===== config.mk =====
export PLATFORM = sky130hd
export DESIGN_NAME = rsv_issue_sched_flat
export DESIGN_NICKNAME = d
export VERILOG_FILES = /design/src/rtl/rsv_issue_sched_if.sv /design/src/rtl/rsv_issue_sched.sv /design/src/flat_wrapper.sv
export SDC_FILE = /design/constraint.sdc
export NUM_CORES = 1
export LEC_CHECK = 0
export ABC_AREA = 0
export CORE_MARGIN = 2
export CORE_UTILIZATION = 41
export CTS_CLUSTER_DIAMETER = 60
export DETAILED_ROUTE_END_ITERATION = 10
export GPL_ROUTABILITY_DRIVEN = 0
export HOLD_SLACK_MARGIN = 0.03
export RECOVER_POWER = 50
export SLEW_MARGIN = 20
export SYNTH_ARGS = -nofsm -noshare
export SYNTH_HDL_FRONTEND = slang
export SYNTH_SLANG_ARGS = --single-unit

===== constraint.sdc =====
create_clock -name clk -period 14.3 [get_ports clk]
set_input_delay 3.575 -clock clk [delete_from_list [all_inputs] [get_ports clk]]
set_output_delay 3.575 -clock clk [all_outputs]
set_load 0.02 [all_outputs]

===== src/rtl/rsv_issue_sched_if.sv =====
// Handshake/bus bundle for the integer reservation station scheduler.
// The slave modport is the scheduler's view. The master modport is the
// view of the decode/execute/ROB environment that drives it.
interface rsv_issue_sched_if #(
  parameter int TAG_W  = 5,
  parameter int DATA_W = 32,
  parameter int PAY_W  = 64
);
  logic              flush;
  logic              in_valid;
  logic              in_ready;
  logic [TAG_W-1:0]  in_rob_tag;
  logic              in_is_div;
  logic [TAG_W-1:0]  in_src1_tag;
  logic [TAG_W-1:0]  in_src2_tag;
  logic              in_src1_rdy;
  logic              in_src2_rdy;
  logic [PAY_W-1:0]  in_payload;
  logic              wake_valid;
  logic [TAG_W-1:0]  wake_tag;
  logic              alu_ready;
  logic              div_busy;
  logic              alu_issue;
  logic              div_issue;
  logic [TAG_W-1:0]  issue_tag;
  logic [PAY_W-1:0]  issue_payload;
  logic              alu_res_valid;
  logic [TAG_W-1:0]  alu_res_tag;
  logic [DATA_W-1:0] alu_res_data;
  logic              div_res_valid;
  logic [TAG_W-1:0]  div_res_tag;
  logic [DATA_W-1:0] div_res_data;
  logic              div_res_ready;
  logic              fill_valid;
  logic              fill_ready;
  logic [TAG_W-1:0]  fill_tag;
  logic [DATA_W-1:0] fill_data;
  logic [3:0]        occupancy;

  modport master (
    output flush, in_valid, in_rob_tag, in_is_div, in_src1_tag, in_src2_tag,
           in_src1_rdy, in_src2_rdy, in_payload, wake_valid, wake_tag,
           alu_ready, div_busy, alu_res_valid, alu_res_tag, alu_res_data,
           div_res_valid, div_res_tag, div_res_data, fill_ready,
    input  in_ready, alu_issue, div_issue, issue_tag, issue_payload,
           div_res_ready, fill_valid, fill_tag, fill_data, occupancy
  );

  modport slave (
    input  flush, in_valid, in_rob_tag, in_is_div, in_src1_tag, in_src2_tag,
           in_src1_rdy, in_src2_rdy, in_payload, wake_valid, wake_tag,
           alu_ready, div_busy, alu_res_valid, alu_res_tag, alu_res_data,
           div_res_valid, div_res_tag, div_res_data, fill_ready,
    output in_ready, alu_issue, div_issue, issue_tag, issue_payload,
           div_res_ready, fill_valid, fill_tag, fill_data, occupancy
  );
endinterface


===== src/rtl/rsv_issue_sched.sv =====
// Integer reservation station: collapsing age queue with registered operand
// wakeup, oldest-ready issue to the ALU or the shared divider, and ROB fill
// arbitration (divider > ALU skid head > direct ALU result).
// Optional macro RSV_SCHED_PERF_EN adds saturating performance counters.
module rsv_issue_sched #(
  parameter int ENTRIES = 4,
  parameter int TAG_W   = 5,
  parameter int DATA_W  = 32,
  parameter int PAY_W   = 64
) (
  input  logic        clk,
  input  logic        rst,
`ifdef RSV_SCHED_PERF_EN
  output logic [31:0] perf_issue_cnt,
  output logic [31:0] perf_div_stall_cnt,
  output logic [31:0] perf_wb_conflict_cnt,
`endif
  rsv_issue_sched_if.slave bus
);
  localparam int IDX_W = (ENTRIES > 1) ? $clog2(ENTRIES) : 1;

  typedef struct packed {
    logic [TAG_W-1:0] tag;
    logic             is_div;
    logic [TAG_W-1:0] s1_tag;
    logic [TAG_W-1:0] s2_tag;
    logic             s1_rdy;
    logic             s2_rdy;
    logic [PAY_W-1:0] pay;
  } ent_t;

  typedef struct packed {
    logic [TAG_W-1:0]  tag;
    logic [DATA_W-1:0] data;
  } res_t;

  ent_t             ent_q [ENTRIES];
  ent_t             ent_d [ENTRIES];
  logic [3:0]       occ_q, occ_d;
  logic             div_prev_q;
  res_t             skid_q [2];
  res_t             skid_d [2];
  logic [1:0]       skid_cnt_q, skid_cnt_d;

  logic [ENTRIES-1:0] elig;
  logic               issue;
  logic [IDX_W-1:0]   sel;
  ent_t               sel_ent;
  ent_t               new_ent;
  logic               alloc;
  logic [3:0]         wr_idx;
  logic [IDX_W-1:0]   src;
  logic               skid_push, skid_pop;

  // Eligibility per entry and oldest-first selection; flush and reset mute issue.
  always_comb begin
    elig = '0;
    for (int i = 0; i < ENTRIES; i++) begin
      if (4'(i) < occ_q && ent_q[i].s1_rdy && ent_q[i].s2_rdy) begin
        if (ent_q[i].is_div) elig[i] = !bus.div_busy && !div_prev_q;
        else                 elig[i] = bus.alu_ready && (skid_cnt_q == 2'd0);
      end
    end
    issue = 1'b0;
    sel   = '0;
    for (int i = ENTRIES - 1; i >= 0; i--) begin
      if (elig[i]) begin
        issue = 1'b1;
        sel   = IDX_W'(i);
      end
    end
    if (rst || bus.flush) issue = 1'b0;
    sel_ent = ent_q[sel];
  end

  assign bus.alu_issue     = issue && !sel_ent.is_div;
  assign bus.div_issue     = issue && sel_ent.is_div;
  assign bus.issue_tag     = issue ? sel_ent.tag : '0;
  assign bus.issue_payload = issue ? sel_ent.pay : '0;
  assign bus.in_ready      = occ_q < 4'(ENTRIES);
  assign bus.occupancy     = occ_q;

  // Next queue contents: collapse over the issued slot, apply wakeup, append new entry.
  always_comb begin
    alloc          = bus.in_valid && bus.in_ready;
    new_ent.tag    = bus.in_rob_tag;
    new_ent.is_div = bus.in_is_div;
    new_ent.s1_tag = bus.in_src1_tag;
    new_ent.s2_tag = bus.in_src2_tag;
    new_ent.s1_rdy = bus.in_src1_rdy || (bus.wake_valid && bus.in_src1_tag == bus.wake_tag);
    new_ent.s2_rdy = bus.in_src2_rdy || (bus.wake_valid && bus.in_src2_tag == bus.wake_tag);
    new_ent.pay    = bus.in_payload;
    wr_idx         = occ_q - {3'b000, issue};
    occ_d          = occ_q - {3'b000, issue} + {3'b000, alloc};
    src            = '0;
    for (int i = 0; i < ENTRIES; i++) begin
      src = IDX_W'(i);
      if (issue && IDX_W'(i) >= sel && i < ENTRIES - 1) src = IDX_W'(i + 1);
      ent_d[i] = ent_q[src];
      if (bus.wake_valid && ent_d[i].s1_tag == bus.wake_tag) ent_d[i].s1_rdy = 1'b1;
      if (bus.wake_valid && ent_d[i].s2_tag == bus.wake_tag) ent_d[i].s2_rdy = 1'b1;
      if (alloc && wr_idx == 4'(i)) ent_d[i] = new_ent;
    end
    if (bus.flush) occ_d = 4'd0;
  end

  // Fill source selection and skid push/pop; an ALU result that cannot go
  // straight to the ROB this cycle is parked in the skid.
  always_comb begin
    bus.fill_valid = 1'b0;
    bus.fill_tag   = '0;
    bus.fill_data  = '0;
    if (bus.div_res_valid) begin
      bus.fill_valid = 1'b1;
      bus.fill_tag   = bus.div_res_tag;
      bus.fill_data  = bus.div_res_data;
    end else if (skid_cnt_q != 2'd0) begin
      bus.fill_valid = 1'b1;
      bus.fill_tag   = skid_q[0].tag;
      bus.fill_data  = skid_q[0].data;
    end else if (bus.alu_res_valid) begin
      bus.fill_valid = 1'b1;
      bus.fill_tag   = bus.alu_res_tag;
      bus.fill_data  = bus.alu_res_data;
    end
    if (rst) begin
      bus.fill_valid = 1'b0;
      bus.fill_tag   = '0;
      bus.fill_data  = '0;
    end
    bus.div_res_ready = bus.fill_ready && !rst;

    skid_pop   = !bus.div_res_valid && (skid_cnt_q != 2'd0) && bus.fill_ready;
    skid_push  = bus.alu_res_valid &&
                 ((skid_cnt_q != 2'd0) || bus.div_res_valid || !bus.fill_ready);
    skid_d     = skid_q;
    skid_cnt_d = skid_cnt_q;
    if (skid_pop) begin
      skid_d[0]  = skid_q[1];
      skid_cnt_d = skid_cnt_q - 2'd1;
    end
    if (skid_push) begin
      skid_d[skid_cnt_d[0]] = '{tag: bus.alu_res_tag, data: bus.alu_res_data};
      skid_cnt_d            = skid_cnt_d + 2'd1;
    end
    if (bus.flush) skid_cnt_d = 2'd0;
  end

  // State registers; the skid is sized so that ALU issue blocking keeps it at most 2 deep.
  always_ff @(posedge clk or posedge rst) begin
    if (rst) begin
      for (int i = 0; i < ENTRIES; i++) ent_q[i] <= '0;
      occ_q      <= 4'd0;
      div_prev_q <= 1'b0;
      skid_q[0]  <= '0;
      skid_q[1]  <= '0;
      skid_cnt_q <= 2'd0;
    end else begin
      assert (!(skid_push && !skid_pop && skid_cnt_q == 2'd2));
      ent_q      <= ent_d;
      occ_q      <= occ_d;
      div_prev_q <= bus.div_issue;
      skid_q     <= skid_d;
      skid_cnt_q <= skid_cnt_d;
    end
  end

`ifdef RSV_SCHED_PERF_EN
  logic div_stall;

  // A ready divide op held back only by the busy divider counts as a stall.
  always_comb begin
    div_stall = 1'b0;
    for (int i = 0; i < ENTRIES; i++) begin
      if (4'(i) < occ_q && ent_q[i].is_div && ent_q[i].s1_rdy && ent_q[i].s2_rdy)
        div_stall = div_stall | bus.div_busy;
    end
  end

  // Saturating event counters, cleared by reset and flush.
  always_ff @(posedge clk or posedge rst) begin
    if (rst) begin
      perf_issue_cnt       <= '0;
      perf_div_stall_cnt   <= '0;
      perf_wb_conflict_cnt <= '0;
    end else if (bus.flush) begin
      perf_issue_cnt       <= '0;
      perf_div_stall_cnt   <= '0;
      perf_wb_conflict_cnt <= '0;
    end else begin
      if (issue && perf_issue_cnt != '1)           perf_issue_cnt       <= perf_issue_cnt + 32'd1;
      if (div_stall && perf_div_stall_cnt != '1)   perf_div_stall_cnt   <= perf_div_stall_cnt + 32'd1;
      if (skid_push && perf_wb_conflict_cnt != '1) perf_wb_conflict_cnt <= perf_wb_conflict_cnt + 32'd1;
    end
  end
`endif
endmodule

===== src/flat_wrapper.sv =====
// flat-port wrapper written by rule: the top's interface ports become plain ports
module rsv_issue_sched_flat 
#(
  parameter int ENTRIES = 4,
  parameter int TAG_W   = 5,
  parameter int DATA_W  = 32,
  parameter int PAY_W   = 64
)
  (clk, rst, bus_flush, bus_in_valid, bus_in_rob_tag, bus_in_is_div, bus_in_src1_tag, bus_in_src2_tag, bus_in_src1_rdy, bus_in_src2_rdy, bus_in_payload, bus_wake_valid, bus_wake_tag, bus_alu_ready, bus_div_busy, bus_alu_res_valid, bus_alu_res_tag, bus_alu_res_data, bus_div_res_valid, bus_div_res_tag, bus_div_res_data, bus_fill_ready, bus_in_ready, bus_alu_issue, bus_div_issue, bus_issue_tag, bus_issue_payload, bus_div_res_ready, bus_fill_valid, bus_fill_tag, bus_fill_data, bus_occupancy);
  rsv_issue_sched_if #(.TAG_W(TAG_W), .DATA_W(DATA_W), .PAY_W(PAY_W)) bus_i ();
  input  logic clk;
  input  logic rst;
  input wire logic [$bits(bus_i.flush)-1:0] bus_flush;
  input wire logic [$bits(bus_i.in_valid)-1:0] bus_in_valid;
  input wire logic [$bits(bus_i.in_rob_tag)-1:0] bus_in_rob_tag;
  input wire logic [$bits(bus_i.in_is_div)-1:0] bus_in_is_div;
  input wire logic [$bits(bus_i.in_src1_tag)-1:0] bus_in_src1_tag;
  input wire logic [$bits(bus_i.in_src2_tag)-1:0] bus_in_src2_tag;
  input wire logic [$bits(bus_i.in_src1_rdy)-1:0] bus_in_src1_rdy;
  input wire logic [$bits(bus_i.in_src2_rdy)-1:0] bus_in_src2_rdy;
  input wire logic [$bits(bus_i.in_payload)-1:0] bus_in_payload;
  input wire logic [$bits(bus_i.wake_valid)-1:0] bus_wake_valid;
  input wire logic [$bits(bus_i.wake_tag)-1:0] bus_wake_tag;
  input wire logic [$bits(bus_i.alu_ready)-1:0] bus_alu_ready;
  input wire logic [$bits(bus_i.div_busy)-1:0] bus_div_busy;
  input wire logic [$bits(bus_i.alu_res_valid)-1:0] bus_alu_res_valid;
  input wire logic [$bits(bus_i.alu_res_tag)-1:0] bus_alu_res_tag;
  input wire logic [$bits(bus_i.alu_res_data)-1:0] bus_alu_res_data;
  input wire logic [$bits(bus_i.div_res_valid)-1:0] bus_div_res_valid;
  input wire logic [$bits(bus_i.div_res_tag)-1:0] bus_div_res_tag;
  input wire logic [$bits(bus_i.div_res_data)-1:0] bus_div_res_data;
  input wire logic [$bits(bus_i.fill_ready)-1:0] bus_fill_ready;
  output wire logic [$bits(bus_i.in_ready)-1:0] bus_in_ready;
  output wire logic [$bits(bus_i.alu_issue)-1:0] bus_alu_issue;
  output wire logic [$bits(bus_i.div_issue)-1:0] bus_div_issue;
  output wire logic [$bits(bus_i.issue_tag)-1:0] bus_issue_tag;
  output wire logic [$bits(bus_i.issue_payload)-1:0] bus_issue_payload;
  output wire logic [$bits(bus_i.div_res_ready)-1:0] bus_div_res_ready;
  output wire logic [$bits(bus_i.fill_valid)-1:0] bus_fill_valid;
  output wire logic [$bits(bus_i.fill_tag)-1:0] bus_fill_tag;
  output wire logic [$bits(bus_i.fill_data)-1:0] bus_fill_data;
  output wire logic [$bits(bus_i.occupancy)-1:0] bus_occupancy;
  assign bus_i.flush = bus_flush;
  assign bus_i.in_valid = bus_in_valid;
  assign bus_i.in_rob_tag = bus_in_rob_tag;
  assign bus_i.in_is_div = bus_in_is_div;
  assign bus_i.in_src1_tag = bus_in_src1_tag;
  assign bus_i.in_src2_tag = bus_in_src2_tag;
  assign bus_i.in_src1_rdy = bus_in_src1_rdy;
  assign bus_i.in_src2_rdy = bus_in_src2_rdy;
  assign bus_i.in_payload = bus_in_payload;
  assign bus_i.wake_valid = bus_wake_valid;
  assign bus_i.wake_tag = bus_wake_tag;
  assign bus_i.alu_ready = bus_alu_ready;
  assign bus_i.div_busy = bus_div_busy;
  assign bus_i.alu_res_valid = bus_alu_res_valid;
  assign bus_i.alu_res_tag = bus_alu_res_tag;
  assign bus_i.alu_res_data = bus_alu_res_data;
  assign bus_i.div_res_valid = bus_div_res_valid;
  assign bus_i.div_res_tag = bus_div_res_tag;
  assign bus_i.div_res_data = bus_div_res_data;
  assign bus_i.fill_ready = bus_fill_ready;
  assign bus_in_ready = bus_i.in_ready;
  assign bus_alu_issue = bus_i.alu_issue;
  assign bus_div_issue = bus_i.div_issue;
  assign bus_issue_tag = bus_i.issue_tag;
  assign bus_issue_payload = bus_i.issue_payload;
  assign bus_div_res_ready = bus_i.div_res_ready;
  assign bus_fill_valid = bus_i.fill_valid;
  assign bus_fill_tag = bus_i.fill_tag;
  assign bus_fill_data = bus_i.fill_data;
  assign bus_occupancy = bus_i.occupancy;
  rsv_issue_sched #(.ENTRIES(ENTRIES), .TAG_W(TAG_W), .DATA_W(DATA_W), .PAY_W(PAY_W)) u_core (.clk(clk), .rst(rst), .bus(bus_i));
endmodule

### Metal 2, run 1

Scale bar: 50 um.
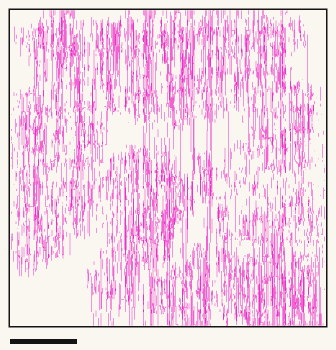
nets with wire on the layer: 2020
share of all routed wire: 49%
longest straight run: 93.0 um

### Met3 routing, run 1

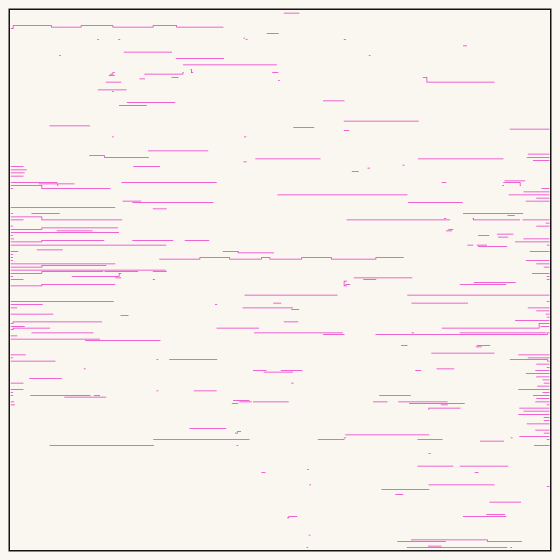
main direction: horizontal
nets with wire on the layer: 189
total number of vias: 16575
Detailed Route WL: 60500 um
GR Layer Usage met3: 4.83%

### Clock routing, run 1

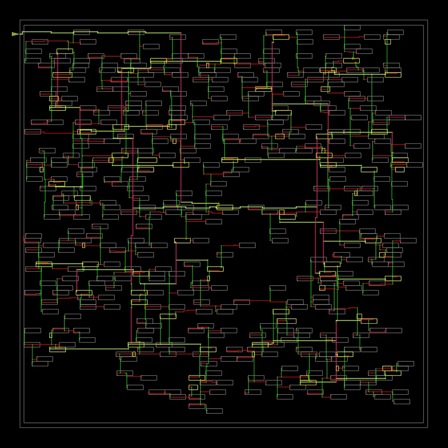
Clk. pwr: 1.23 mW
registers: 409
total CTS buffers: 49

### Metal layers overlaid, run 1

Scale bar: 50 um. Two of the layers only.
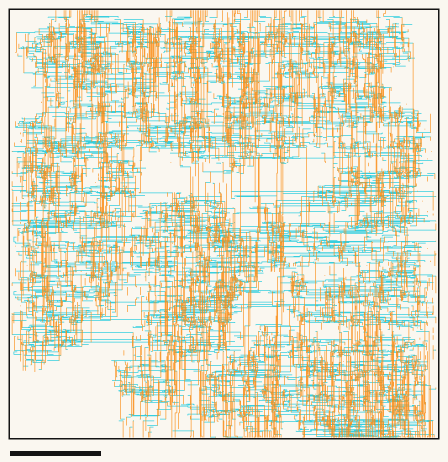
| layer | color | wire length |
|---|---|---|
| met1 | cyan | 26.5 mm |
| met2 | orange | 29.4 mm |
wire length per cell: 19.8 um
all-layer global routing usage: 22.0%

## run 1: through the flow
| step | util (%) | setup WS [ns] | hold WS, ns | cell area (um2) |
|---|---|---|---|---|
| after floorplan | - | 4.83 | 0.481 | 21700 |
| after detailed placement | 47.6 | 3.04 | 0.496 | 25000 |
| after global routing | 50.6 | 2.01 | 0.519 | 26500 |
| after CTS | 50.6 | 3.00 | 0.508 | 26500 |
| final | 50.6 | 2.80 | 0.504 | 26500 |
| after global placement | 47.6 | 3.11 | 0.488 | 25000 |
## run 1: flip-flops by register name, summed over array words and instances (netlist names)
register / count
u_core.skid_q: 74
u_core.bus.occupancy: 4
u_core.skid_cnt_q: 2
u_core.ent_q: 328
u_core.div_prev_q: 1
==> results.sh, run 1 <==
# source this file to load flow results
export IMPL_status="finished, violations left"
export IMPL_violations="max-capacitance violations, max-slew violations"
export IMPL_power_share_clock_pct=23.8
export IMPL_comb_share_pct=40.5
export IMPL_post_cts_buffers=0
export IMPL_worstHoldEndpoint="u_core.skid_q[32]"
export IMPL_drive_gt1_share_pct=10.6
export IMPL_reg2reg_depth=9
export IMPL_cts_resized=0
export IMPL_endpoint="bus_issue_payload[10]"
export IMPL_route_detailed_drc=0
export IMPL_worst_clock_skew_ns=0.0160
export IMPL_cap_violations=11
export IMPL_setup_worst_path_end_class="output pin"
export IMPL_worst_pin_slew_ns=3.93
export IMPL_common_cells="dfrtp_1, nor2_1, mux2i_1"
export IMPL_seq_share_pct=38.6
export IMPL_non_clock_buffer_count=310
export IMPL_num_nets_final=2515
export IMPL_p_leak_nw=11.5
export IMPL_r2r_end="u_core.skid_q[39]"
export IMPL_worst_path_stages=7
export IMPL_fp_nets=2323
export IMPL_synthMuxAreaShare_pct=24.1
export IMPL_setup_tns_ns=0
export IMPL_rows=84
export IMPL_cp_max_fo=45
export IMPL_crit_start="rst"
export IMPL_worst_r2r_setup_slack_ns=8.18
export IMPL_rr_startpoint="u_core.skid_cnt_q[0]"
export IMPL_port_buffers=285
export IMPL_fmax_mhz=87.0
export IMPL_mostFrequentLayoutCells="dfrtp_1, nor2_1, mux2i_1"
export IMPL_final_max_slew_viol_count=664
export IMPL_wl_met3_um=3590
export IMPL_core_area_um2=52400
export IMPL_synthCells=2146
export IMPL_crit_family="buffers and inverters"
export IMPL_enable_flop_cells=0
export IMPL_layout_cells_non_filler=3063
export IMPL_synth_warnings=0
==> run 2: changes to the inputs <==
clock period = 11.2 ns   (was 14.3 ns; I/O delays follow)
### Metal layers overlaid, run 2

Scale bar: 50 um. Two of the layers only.
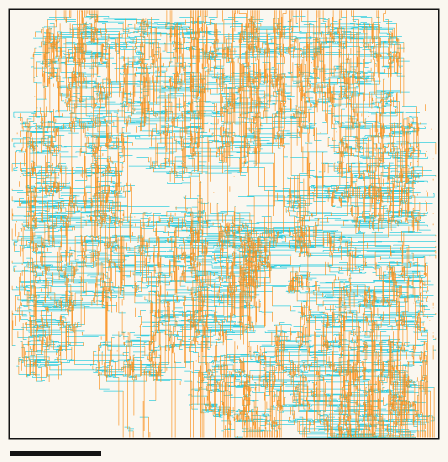
| layer | color | wire length |
|---|---|---|
| met1 | cyan | 27.4 mm |
| met2 | orange | 28.9 mm |

==> results.sh, run 2 <==
# source this file to load flow results
export IMPL_status="finished, violations left"
export IMPL_violations="max-capacitance violations, max-slew violations"
export IMPL_post_route_util_pct=51.0
export IMPL_postSynth_asyncResetShare_pct=100
export IMPL_core_area_um2=52400
export IMPL_cp_max_fo=42
export IMPL_fp_nets=2323
export IMPL_wl_met3_um=2870
export IMPL_fin_ws_ns=1.38
export IMPL_power_top_group="registers"
export IMPL_synthCells=2146
export IMPL_wl_per_cell_um=19.7
export IMPL_common_cells="dfrtp_1, nor2_1, mux2i_1"
export IMPL_dp_hpwl_um=37900
export IMPL_setup_worst_path_end_class="output pin"
export IMPL_place_ws_ns=1.91
export IMPL_fmax_mhz=102
export IMPL_p_leak_nw=11.6
export IMPL_top_register="u_core.ent_q"
export IMPL_synth_warnings=0
export IMPL_seq_cells=409
export IMPL_yosys_area_top_type_share_pct=47.1
export IMPL_cts_buffers=51
export IMPL_hold_path_depth=1
export IMPL_wl_um=60700
export IMPL_non_clock_buffer_count=315
export IMPL_layout_cells_non_filler=3078
export IMPL_mostFrequentLayoutCells="dfrtp_1, nor2_1, mux2i_1"
export IMPL_seq_power_share_pct=39.9
export IMPL_grt_pass1_vias=16340
export IMPL_rows=84
export IMPL_num_nets_final=2522
export IMPL_synth_area_um2=21700
export IMPL_route_detailed_drc=0
export IMPL_globalRouteTotalUtil_pct=22.0
export IMPL_final_cell_area_um2=26800
export IMPL_synthMuxAreaShare_pct=24.1
export IMPL_seq_share_pct=38.2
export IMPL_port_buffers=285
export IMPL_place_area_um2=25100
export IMPL_buffer_area_share_pct=11.6
export IMPL_layout_top_cell="dfrtp_1"
export IMPL_reg2reg_depth=12
export IMPL_synth_area_per_cell_um2=10.1
export IMPL_grt_max_degree=99
export IMPL_yosys_area_share_aoi_pct=11.5
export IMPL_top_layer_used="met5"
export IMPL_comb_share_pct=40.2
export IMPL_final_max_slew_viol_count=660
export IMPL_setup_tns_ns=0
export IMPL_cap_violations=11
export IMPL_wl_met1_um=27400
export IMPL_power_share_clock_pct=25.0
export IMPL_post_cts_buffers=0
export IMPL_drive_gt1_share_pct=11.5
export IMPL_worst_pin_slew_ns=4.48
export IMPL_worst_clock_skew_ns=0.0224
export IMPL_cts_resized=0
export IMPL_logic_family="multiplexers"
export IMPL_enable_flop_cells=0
export IMPL_fin_hold_ws_ns=0.506
export IMPL_finalPower_mw=6.74
run 2: critical path: stages:
cell and delay [ns]:
buf_2 0.07, clkbuf_1 1.39, nor2_1 0.66, o21ai_4 0.48
buf_4 0.69, o22ai_1 0.25, clkdlybuf4s50_1 0.61
run 2: worst paths after layout:
| kind | endpoint | startpoint | slack (ns) |
|---|---|---|---|
| min in group asynchronous | u_core.ent_q[312] | rst | 3.76 |
| worst min register to register | u_core.skid_q[29] | u_core.skid_q[29] | 0.51 |
| worst max-delay path | bus_issue_payload[22] | rst | 1.38 |
| worst min-delay path | u_core.skid_q[29] | u_core.skid_q[29] | 0.51 |
| max in group asynchronous | u_core.ent_q[45] | rst | 2.29 |
| worst max register to register | u_core.ent_q[78] | u_core.bus.occupancy[2] | 5.73 |
Power and IR drop assume default switching activity.
